===== config.mk =====
export PLATFORM = sky130hd
export DESIGN_NAME = fsqrt_issue_seq
export DESIGN_NICKNAME = d
export VERILOG_FILES = /design/src/rtl/fp_pkg.sv /design/src/rtl/fp_req_fifo.sv /design/src/rtl/fsqrt_issue_seq.sv
export SDC_FILE = /design/constraint.sdc
export NUM_CORES = 1
export LEC_CHECK = 0
export CAP_MARGIN = 10
export CORE_MARGIN = 2
export CORE_UTILIZATION = 55
export CTS_CLUSTER_SIZE = 20
export DETAILED_ROUTE_END_ITERATION = 10
export DONT_BUFFER_PORTS = 1
export PLACE_DENSITY_LB_ADDON = 0.25
export SETUP_SLACK_MARGIN = 0.2
export SLEW_MARGIN = 20
export SYNTH_ARGS = -nofsm -noshare
export SYNTH_HDL_FRONTEND = slang
export SYNTH_SLANG_ARGS = --single-unit

===== constraint.sdc =====
create_clock -name clk -period 2.4 [get_ports clk]
set_input_delay 0.36 -clock clk [delete_from_list [all_inputs] [get_ports clk]]
set_output_delay 0.36 -clock clk [all_outputs]
set_load 0.01 [all_outputs]

===== src/rtl/fp_pkg.sv =====
// Shared constants, FSM states and operand classifiers for the sqrt issue path.
package fp_pkg;

  localparam logic [31:0] QNAN = 32'h7FC0_0000;

  typedef enum logic [1:0] {
    IDLE      = 2'd0,
    ISSUE     = 2'd1,
    WAIT_BUSY = 2'd2,
    WAIT_DONE = 2'd3
  } state_e;

  // True for +0 and -0; the sign bit is ignored.
  function automatic logic is_zero(input logic [31:0] op);
    return (op[30:0] == 31'd0);
  endfunction

  // True for any value with the sign bit set; callers test is_zero first.
  function automatic logic is_neg(input logic [31:0] op);
    return op[31];
  endfunction

endpackage


===== src/rtl/fp_req_fifo.sv =====
// Request FIFO: DEPTH entries of {tag, operand}, head visible without a pop.
module fp_req_fifo #(
  parameter int unsigned DEPTH  = 4,
  parameter int unsigned DATA_W = 37
) (
  input  logic                    clk,
  input  logic                    rst,
  input  logic                    push_i,
  input  logic                    pop_i,
  input  logic [DATA_W-1:0]       wdata_i,
  output logic [DATA_W-1:0]       head_o,
  output logic                    full_o,
  output logic                    empty_o,
  output logic [$clog2(DEPTH):0]  count_o
);

  localparam int unsigned AW = $clog2(DEPTH);
  localparam int unsigned CW = AW + 1;

  logic [DATA_W-1:0] mem_q [DEPTH];
  logic [AW-1:0]     wr_ptr_q;
  logic [AW-1:0]     rd_ptr_q;
  logic [CW-1:0]     count_q;
  logic              do_push;
  logic              do_pop;

  assign full_o  = (count_q == CW'(DEPTH));
  assign empty_o = (count_q == '0);
  assign do_pop  = pop_i & ~empty_o;
  // A push into a full FIFO is fine when the head leaves in the same cycle.
  assign do_push = push_i & (~full_o | do_pop);
  assign head_o  = mem_q[rd_ptr_q];
  assign count_o = count_q;

  // Pointer and occupancy tracking; pointers wrap naturally (DEPTH is a power of two).
  always_ff @(posedge clk or negedge rst) begin
    if (!rst) begin
      wr_ptr_q <= '0;
      rd_ptr_q <= '0;
      count_q  <= '0;
    end else begin
      if (do_push) wr_ptr_q <= wr_ptr_q + AW'(1);
      if (do_pop)  rd_ptr_q <= rd_ptr_q + AW'(1);
      if (do_push && !do_pop)      count_q <= count_q + CW'(1);
      else if (!do_push && do_pop) count_q <= count_q - CW'(1);
    end
  end

  // Entry storage; contents are only meaningful below count_q so no reset is needed.
  always_ff @(posedge clk) begin
    if (do_push) mem_q[wr_ptr_q] <= wdata_i;
  end

endmodule


===== src/rtl/fsqrt_issue_seq.sv =====
// Sequencer in front of the iterative sqrt unit: queues requests, resolves
// zero/negative operands locally, issues the rest one at a time and returns
// tagged results through a single valid/ready response slot.
module fsqrt_issue_seq
  import fp_pkg::*;
#(
  parameter int unsigned DEPTH   = 4,
  parameter int unsigned TAG_W   = 5,
  parameter int unsigned TIMEOUT = 15
) (
  input  logic                    clk,
  input  logic                    rst,
  input  logic                    req_valid,
  output logic                    req_ready,
  input  logic [31:0]             req_operand,
  input  logic [TAG_W-1:0]        req_tag,
  output logic                    sq_valid,
  output logic [31:0]             sq_operand,
  input  logic                    sq_halt,
  input  logic [31:0]             sq_result,
  output logic                    rsp_valid,
  input  logic                    rsp_ready,
  output logic [31:0]             rsp_result,
  output logic [TAG_W-1:0]        rsp_tag,
  output logic                    rsp_invalid,
  output logic                    rsp_timeout,
  output logic [$clog2(DEPTH):0]  occupancy
);

  localparam int unsigned CW = $clog2(DEPTH) + 1;
  localparam int unsigned PW = 32 + TAG_W;
  localparam int unsigned WW = $clog2(TIMEOUT + 1);

  state_e             state_q;
  logic [31:0]        op_q;
  logic [TAG_W-1:0]   tag_q;
  logic               sq_valid_q;
  logic               rsp_valid_q;
  logic [31:0]        rsp_result_q;
  logic [TAG_W-1:0]   rsp_tag_q;
  logic               rsp_invalid_q;
  logic               rsp_timeout_q;
  logic [WW-1:0]      wdog_q;

  logic [PW-1:0]      fifo_head;
  logic               fifo_full;
  logic               fifo_empty;
  logic [CW-1:0]      fifo_count;
  logic [31:0]        head_op;
  logic [TAG_W-1:0]   head_tag;
  logic               push_c;
  logic               pop_c;
  logic               slot_free_c;

  assign head_op     = fifo_head[31:0];
  assign head_tag    = fifo_head[PW-1:32];
  assign req_ready   = ~fifo_full;
  assign push_c      = req_valid & req_ready;
  // The slot counts as free when it is empty or being drained this cycle.
  assign slot_free_c = ~rsp_valid_q | rsp_ready;
  assign pop_c       = (state_q == IDLE) & ~fifo_empty & slot_free_c;

  fp_req_fifo #(
    .DEPTH  (DEPTH),
    .DATA_W (PW)
  ) u_fifo (
    .clk     (clk),
    .rst     (rst),
    .push_i  (push_c),
    .pop_i   (pop_c),
    .wdata_i ({req_tag, req_operand}),
    .head_o  (fifo_head),
    .full_o  (fifo_full),
    .empty_o (fifo_empty),
    .count_o (fifo_count)
  );

  // Issue FSM, operand hold register, watchdog and response slot.
  always_ff @(posedge clk or negedge rst) begin
    if (!rst) begin
      state_q       <= IDLE;
      op_q          <= '0;
      tag_q         <= '0;
      sq_valid_q    <= 1'b0;
      rsp_valid_q   <= 1'b0;
      rsp_result_q  <= '0;
      rsp_tag_q     <= '0;
      rsp_invalid_q <= 1'b0;
      rsp_timeout_q <= 1'b0;
      wdog_q        <= '0;
    end else begin
      sq_valid_q <= 1'b0;
      if (rsp_ready) rsp_valid_q <= 1'b0;
      unique case (state_q)
        IDLE: begin
          if (pop_c) begin
            if (is_zero(head_op)) begin
              rsp_valid_q   <= 1'b1;
              rsp_result_q  <= head_op;
              rsp_tag_q     <= head_tag;
              rsp_invalid_q <= 1'b0;
              rsp_timeout_q <= 1'b0;
            end else if (is_neg(head_op)) begin
              rsp_valid_q   <= 1'b1;
              rsp_result_q  <= QNAN;
              rsp_tag_q     <= head_tag;
              rsp_invalid_q <= 1'b1;
              rsp_timeout_q <= 1'b0;
            end else begin
              op_q       <= head_op;
              tag_q      <= head_tag;
              sq_valid_q <= 1'b1;
              state_q    <= ISSUE;
            end
          end
        end
        ISSUE: begin
          wdog_q  <= '0;
          state_q <= WAIT_BUSY;
        end
        WAIT_BUSY, WAIT_DONE: begin
          if (state_q == WAIT_DONE && !sq_halt) begin
            rsp_valid_q   <= 1'b1;
            rsp_result_q  <= sq_result;
            rsp_tag_q     <= tag_q;
            rsp_invalid_q <= 1'b0;
            rsp_timeout_q <= 1'b0;
            state_q       <= IDLE;
          end else if (wdog_q == WW'(TIMEOUT - 1)) begin
            rsp_valid_q   <= 1'b1;
            rsp_result_q  <= QNAN;
            rsp_tag_q     <= tag_q;
            rsp_invalid_q <= 1'b0;
            rsp_timeout_q <= 1'b1;
            state_q       <= IDLE;
          end else begin
            wdog_q <= wdog_q + WW'(1);
            if (sq_halt) state_q <= WAIT_DONE;
          end
        end
        default: state_q <= IDLE;
      endcase
    end
  end

  assign sq_valid    = sq_valid_q;
  assign sq_operand  = op_q;
  assign rsp_valid   = rsp_valid_q;
  assign rsp_result  = rsp_result_q;
  assign rsp_tag     = rsp_tag_q;
  assign rsp_invalid = rsp_invalid_q;
  assign rsp_timeout = rsp_timeout_q;
  assign occupancy   = fifo_count;

endmodule


==> notes.md, run 1 <==
impl run done, here's what came out: XOR Share, Synth 0.674%, worst path bufs/invs 3, Hold Fails Final Rpt ~90, Slew headroom between 20 and 30%, total power 15.9 mW, Ports 151, clock latency at the later pin of the worst-skew pair slightly above 500 ps, GRT met1 Usage ~28%, slew of the pin with the lowest slew margin ~1100 ps, synth cell count leaders 148 x edfxtp_1, 90 x dfrtp_1, 37 x mux4_2, 34 x mux2_2, 31 x nand2_1, Syn Area/Cell approximately 19 sq um, buffer count from post-CTS setup fixing 7, Switch Pwr 4.97 mW, fill count between 1k and 1.5k, seq pwr 6.54 mW, top cell type by total area after synthesis edfxtp_1, H-Tree Level Count 1, R2R Path Start u_fifo.rd_ptr_q[0], R2R setup slack -440 ps, Area-dominant class registers, Well Taps ~220, # placed instances 729, post-DP HPWL 12400 um, sequential cells roughly 240, Mapped Nets 567, Pleak between 4 and 5 nW, critical setup path kind flop to flop, Yosys Chip Area approximately 9000 sq um, Yosys Instances 485, max incr delay on CP approximately 550 ps, Peak Freq 352 MHz, Commonest Layout Cell edfxtp_1, clock share of power 25.5%, Comb/total area 21.0%, Setup crit end kind flop, number of hold buffers added after cts slightly below 60, biggest area cells edfxtp_1 49%, dfrtp_1 25%, mux4_2 9.2%, antenna viol nets, final 0, fin crit share 118%, nets 694, clock-cell share of area around 7.6%, Comb. pwr 5.29 mW, first drt pass iteration count 4, CTS sink count 238, Multi-In Gates about 220, final setup margin -437 ps, Synth Flop Type edfxtp_1, CTS tree done, area delta synth->final 26.6%, Finished Layout Cells between 800 and 900, GR Overflow Total 0, placed cell area between 9000 and 10000 sq um, initial antenna violation count 1, share of cells above drive strength 1 ~33%, IO buf count 0, Setup Viol. Count Final about 78, depth of the worst register-to-register path 9, asr flop ratio synth 37.8%, count leader, synth edfxtp_1, WL met1 around 8000 um, Max Used Layer met4, routed wl met2 approximately 11000 um, CTS Buf Count 25, number of non-clock buffers between 100 and 150, Synth top area share between 40% and 50%, violated checks negative hold slack, negative setup slack, Via density about 5.8, sw frac between 30 and 40%, combinational fraction of design power between 30% and 40%, Mux area share between 15 and 20%, simple share around 3.5%, cell row count 47, Data buffer area share 10.6%, Tmin final 2840 ps, FP Core Util a little under three fifths, combinational gate area 2420 sq um, worst hold margin -454 ps, CTS clk-pin slew, worst paths 60 ps, invs w/o clock 8, Leading power group sequential cells, outcome finished with violations, first-pass GRT wire length just over 30000 um, Iteration-0 DRC Markers about 330, yosys aoi share between 3 and 4%
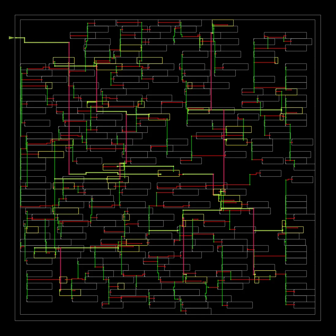
*Clock routing, run 1*
clock buffer count: 28
clk pwr: 4.06 mW

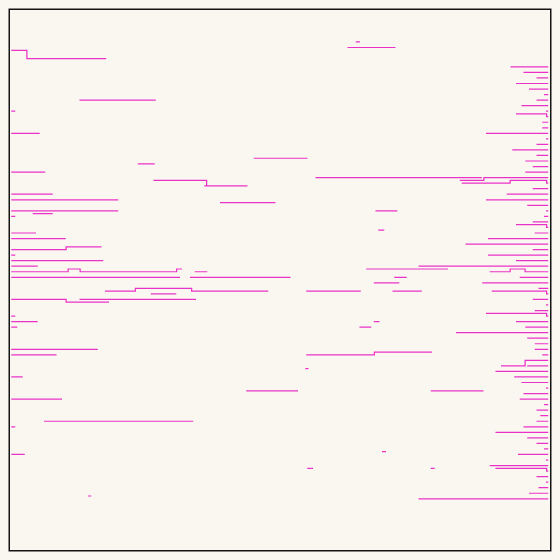
*The metal 3 layer, run 1*
share of all routed wire: 6.4%
longest straight run: 41.2 um
wire length on this layer: 1290 um
nets with wire on the layer: 119
met3 Use GR: 5.75%
vias post-DR: 4946
Post-Route WL: 20300 um

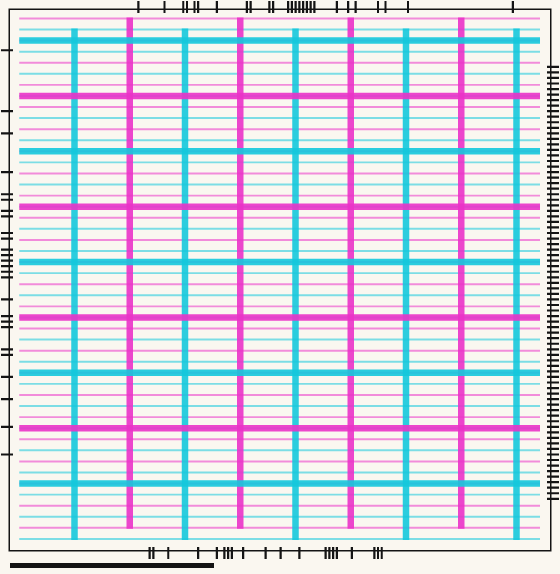
*Supply network, run 1*
The bar under the picture is 50 um long. Pins as bars on the die edge.
| color | net |
|---|---|
| cyan | VSS |
| magenta | VDD |
met4 straps: 9
met1 rails: 48
die width: 133 um
Peak supply drop: 0.000686 V
Die Ht: 133 um
Core Region: 16300 sq um

--- run 2 (diff from run 1) ---
--- a/config.mk
+++ b/config.mk
@@ -13,7 +13,6 @@
 export DONT_BUFFER_PORTS = 1
 export PLACE_DENSITY_LB_ADDON = 0.25
 export SETUP_SLACK_MARGIN = 0.2
-export SLEW_MARGIN = 20
 export SYNTH_ARGS = -nofsm -noshare
 export SYNTH_HDL_FRONTEND = slang
 export SYNTH_SLANG_ARGS = --single-unit
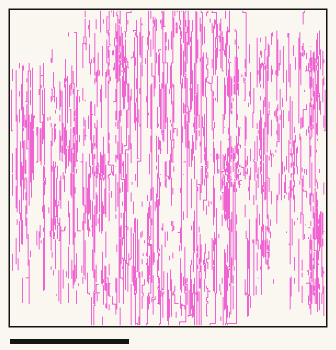
*M2 wires, run 2*
The bar under the picture is 50 um long.
main direction: vertical
longest straight run: 85.7 um
wire length on this layer: 10600 um
share of all routed wire: 52%
nets with wire on the layer: 645
Post-Route WL: 20300 um
vias post-DR: 4931
met2 Use GR: 40.9%

==> notes.md, run 2 <==
impl run done, here's what came out: asr flop ratio synth between 30% and 40%, R2R Path Start u_fifo.rd_ptr_q[0], Tmin final ~2900 ps, depth of the worst register-to-register path 9, Switch Pwr around 5.0 mW, violated checks negative hold slack, negative setup slack, XOR Share, Synth 0.674%, post-DP HPWL between 10000 and 15000 um, nets ~700, Core Region around 16000 sq um, synth cell count leaders 148 x edfxtp_1, 90 x dfrtp_1, 37 x mux4_2, 34 x mux2_2, 31 x nand2_1, final setup margin -450 ps, invs w/o clock 8, clock share of power approximately a quarter, combinational fraction of design power 33.2%, Peak Freq around 350 MHz, Syn Area/Cell roughly 19 sq um, # placed instances between 700 and 800, antenna viol nets, final 0, Synth Flop Type edfxtp_1, H-Tree Level Count 1, yosys aoi share under 10%, die width 133 um, placed cell area slightly below 10000 sq um, Yosys Chip Area slightly above 9000 sq um, Via density 5.79, Setup Viol. Count Final slightly below 80, outcome finished with violations, number of non-clock buffers ~120, Synth top area share 48.8%, cell row count ~47, clock-cell share of area between 7 and 8%, count leader, synth edfxtp_1, Pleak 4.39 nW, routed wl met2 10600 um, clock buffer count 28, Iteration-0 DRC Markers 342, number of hold buffers added after cts between 50 and 60, max incr delay on CP around 550 ps, Hold Fails Final Rpt approximately 90, FP Core Util between 50 and 60%, sw frac roughly 31%, met3 Use GR under 10%, Max Used Layer met4, GR Overflow Total 0, worst hold margin -454 ps
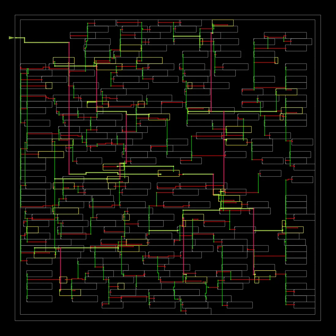
*Clock routing, run 2*
CTS sink count: 238
CTS Buf Count: 25
Final Skew: 10.6 ps

--- run 3 (diff from run 2) ---
--- a/config.mk
+++ b/config.mk
@@ -11,6 +11,7 @@
 export CTS_CLUSTER_SIZE = 20
 export DETAILED_ROUTE_END_ITERATION = 10
 export DONT_BUFFER_PORTS = 1
+export MAX_ROUTING_LAYER = met4
 export PLACE_DENSITY_LB_ADDON = 0.25
 export SETUP_SLACK_MARGIN = 0.2
 export SYNTH_ARGS = -nofsm -noshare
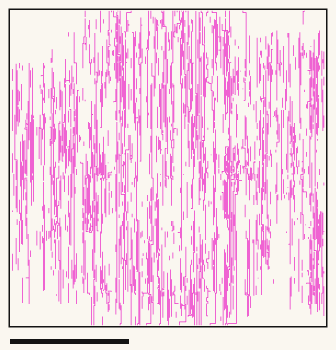
*M2 wires, run 3*
The bar under the picture is 50 um long.
main direction: vertical
nets with wire on the layer: 643
share of all routed wire: 52%
vias post-DR: 4933
Post-Route WL: 20300 um

==> notes.md, run 3 <==
impl run done, here's what came out: outcome finished with violations, violated checks negative hold slack, negative setup slack, GR Overflow Total 0, seq pwr roughly 6.5 mW, area delta synth->final 26.4%, CTS Buf Count 25, max incr delay on CP ~550 ps, Slew headroom approximately 28%, Well Taps 220, synth cell count leaders 148 x edfxtp_1, 90 x dfrtp_1, 37 x mux4_2, 34 x mux2_2, 31 x nand2_1, Final Skew approximately 13 ps, number of non-clock buffers about 120, sequential cells roughly 240, clock latency at the later pin of the worst-skew pair 510 ps, final setup margin -470 ps, CTS tree done, Die Ht 133 um, Via density between 5 and 6, placed cell area 9700 sq um, Synth Flop Type edfxtp_1, Syn Area/Cell ~19 sq um, yosys aoi share about 3.5%, Core Region roughly 16000 sq um, total power 15.9 mW, WL met1 about 8000 um, Setup Viol. Count Final a little under 80, Yosys Instances just under 500, first-pass GRT wire length between 30000 and 40000 um, nets 693, XOR Share, Synth 0.674%, top cell type by total area after synthesis edfxtp_1, FP Core Util a little under three fifths, combinational gate area 2420 sq um, Finished Layout Cells around 850, Comb/total area a little over a fifth, initial antenna violation count 1, Iteration-0 DRC Markers about 380, Area-dominant class registers, number of hold buffers added after cts slightly below 60, Data buffer area share a little over a tenth, Hold Fails Final Rpt about 90, Max Used Layer met4, worst path bufs/invs 3, met2 Use GR between 40% and 50%, Tmin final 2870 ps, R2R setup slack -470 ps, CTS clk-pin slew, worst paths 60 ps, invs w/o clock 8, worst hold margin -456 ps, Multi-In Gates about 220, Commonest Layout Cell edfxtp_1, slew of the pin with the lowest slew margin 1090 ps, GRT met1 Usage 28.4%, clock-cell share of area 7.64%, Setup crit end kind flop, H-Tree Level Count 1, Ports 151, sw frac between 30% and 40%, fin crit share 120%, biggest area cells edfxtp_1 49%, dfrtp_1 25%, mux4_2 9.2%, combinational fraction of design power approximately a third, routed wl met2 10500 um, Leading power group sequential cells, share of cells above drive strength 1 between 30% and 40%, IO buf count 0, Mapped Nets 567, critical setup path kind flop to flop, Yosys Chip Area 9100 sq um, die width 133 um, asr flop ratio synth a little under two fifths, simple share 3.53%, Comb. pwr about 5.3 mW, CTS sink count 238, clk pwr ~4 mW, count leader, synth edfxtp_1, antenna viol nets, final 0, Peak supply drop about 0.00069 V, Synth top area share 48.8%, # placed instances around 730, R2R Path Start u_fifo.rd_ptr_q[0]
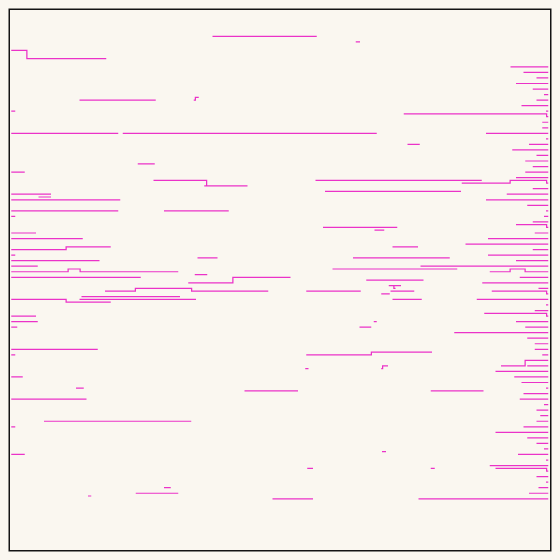
*The metal 3 layer, run 3*
wire length on this layer: 1550 um
share of all routed wire: 7.6%
main direction: horizontal
met3 Use GR: 5.90%

Power is estimated from default activity; no workload was simulated.
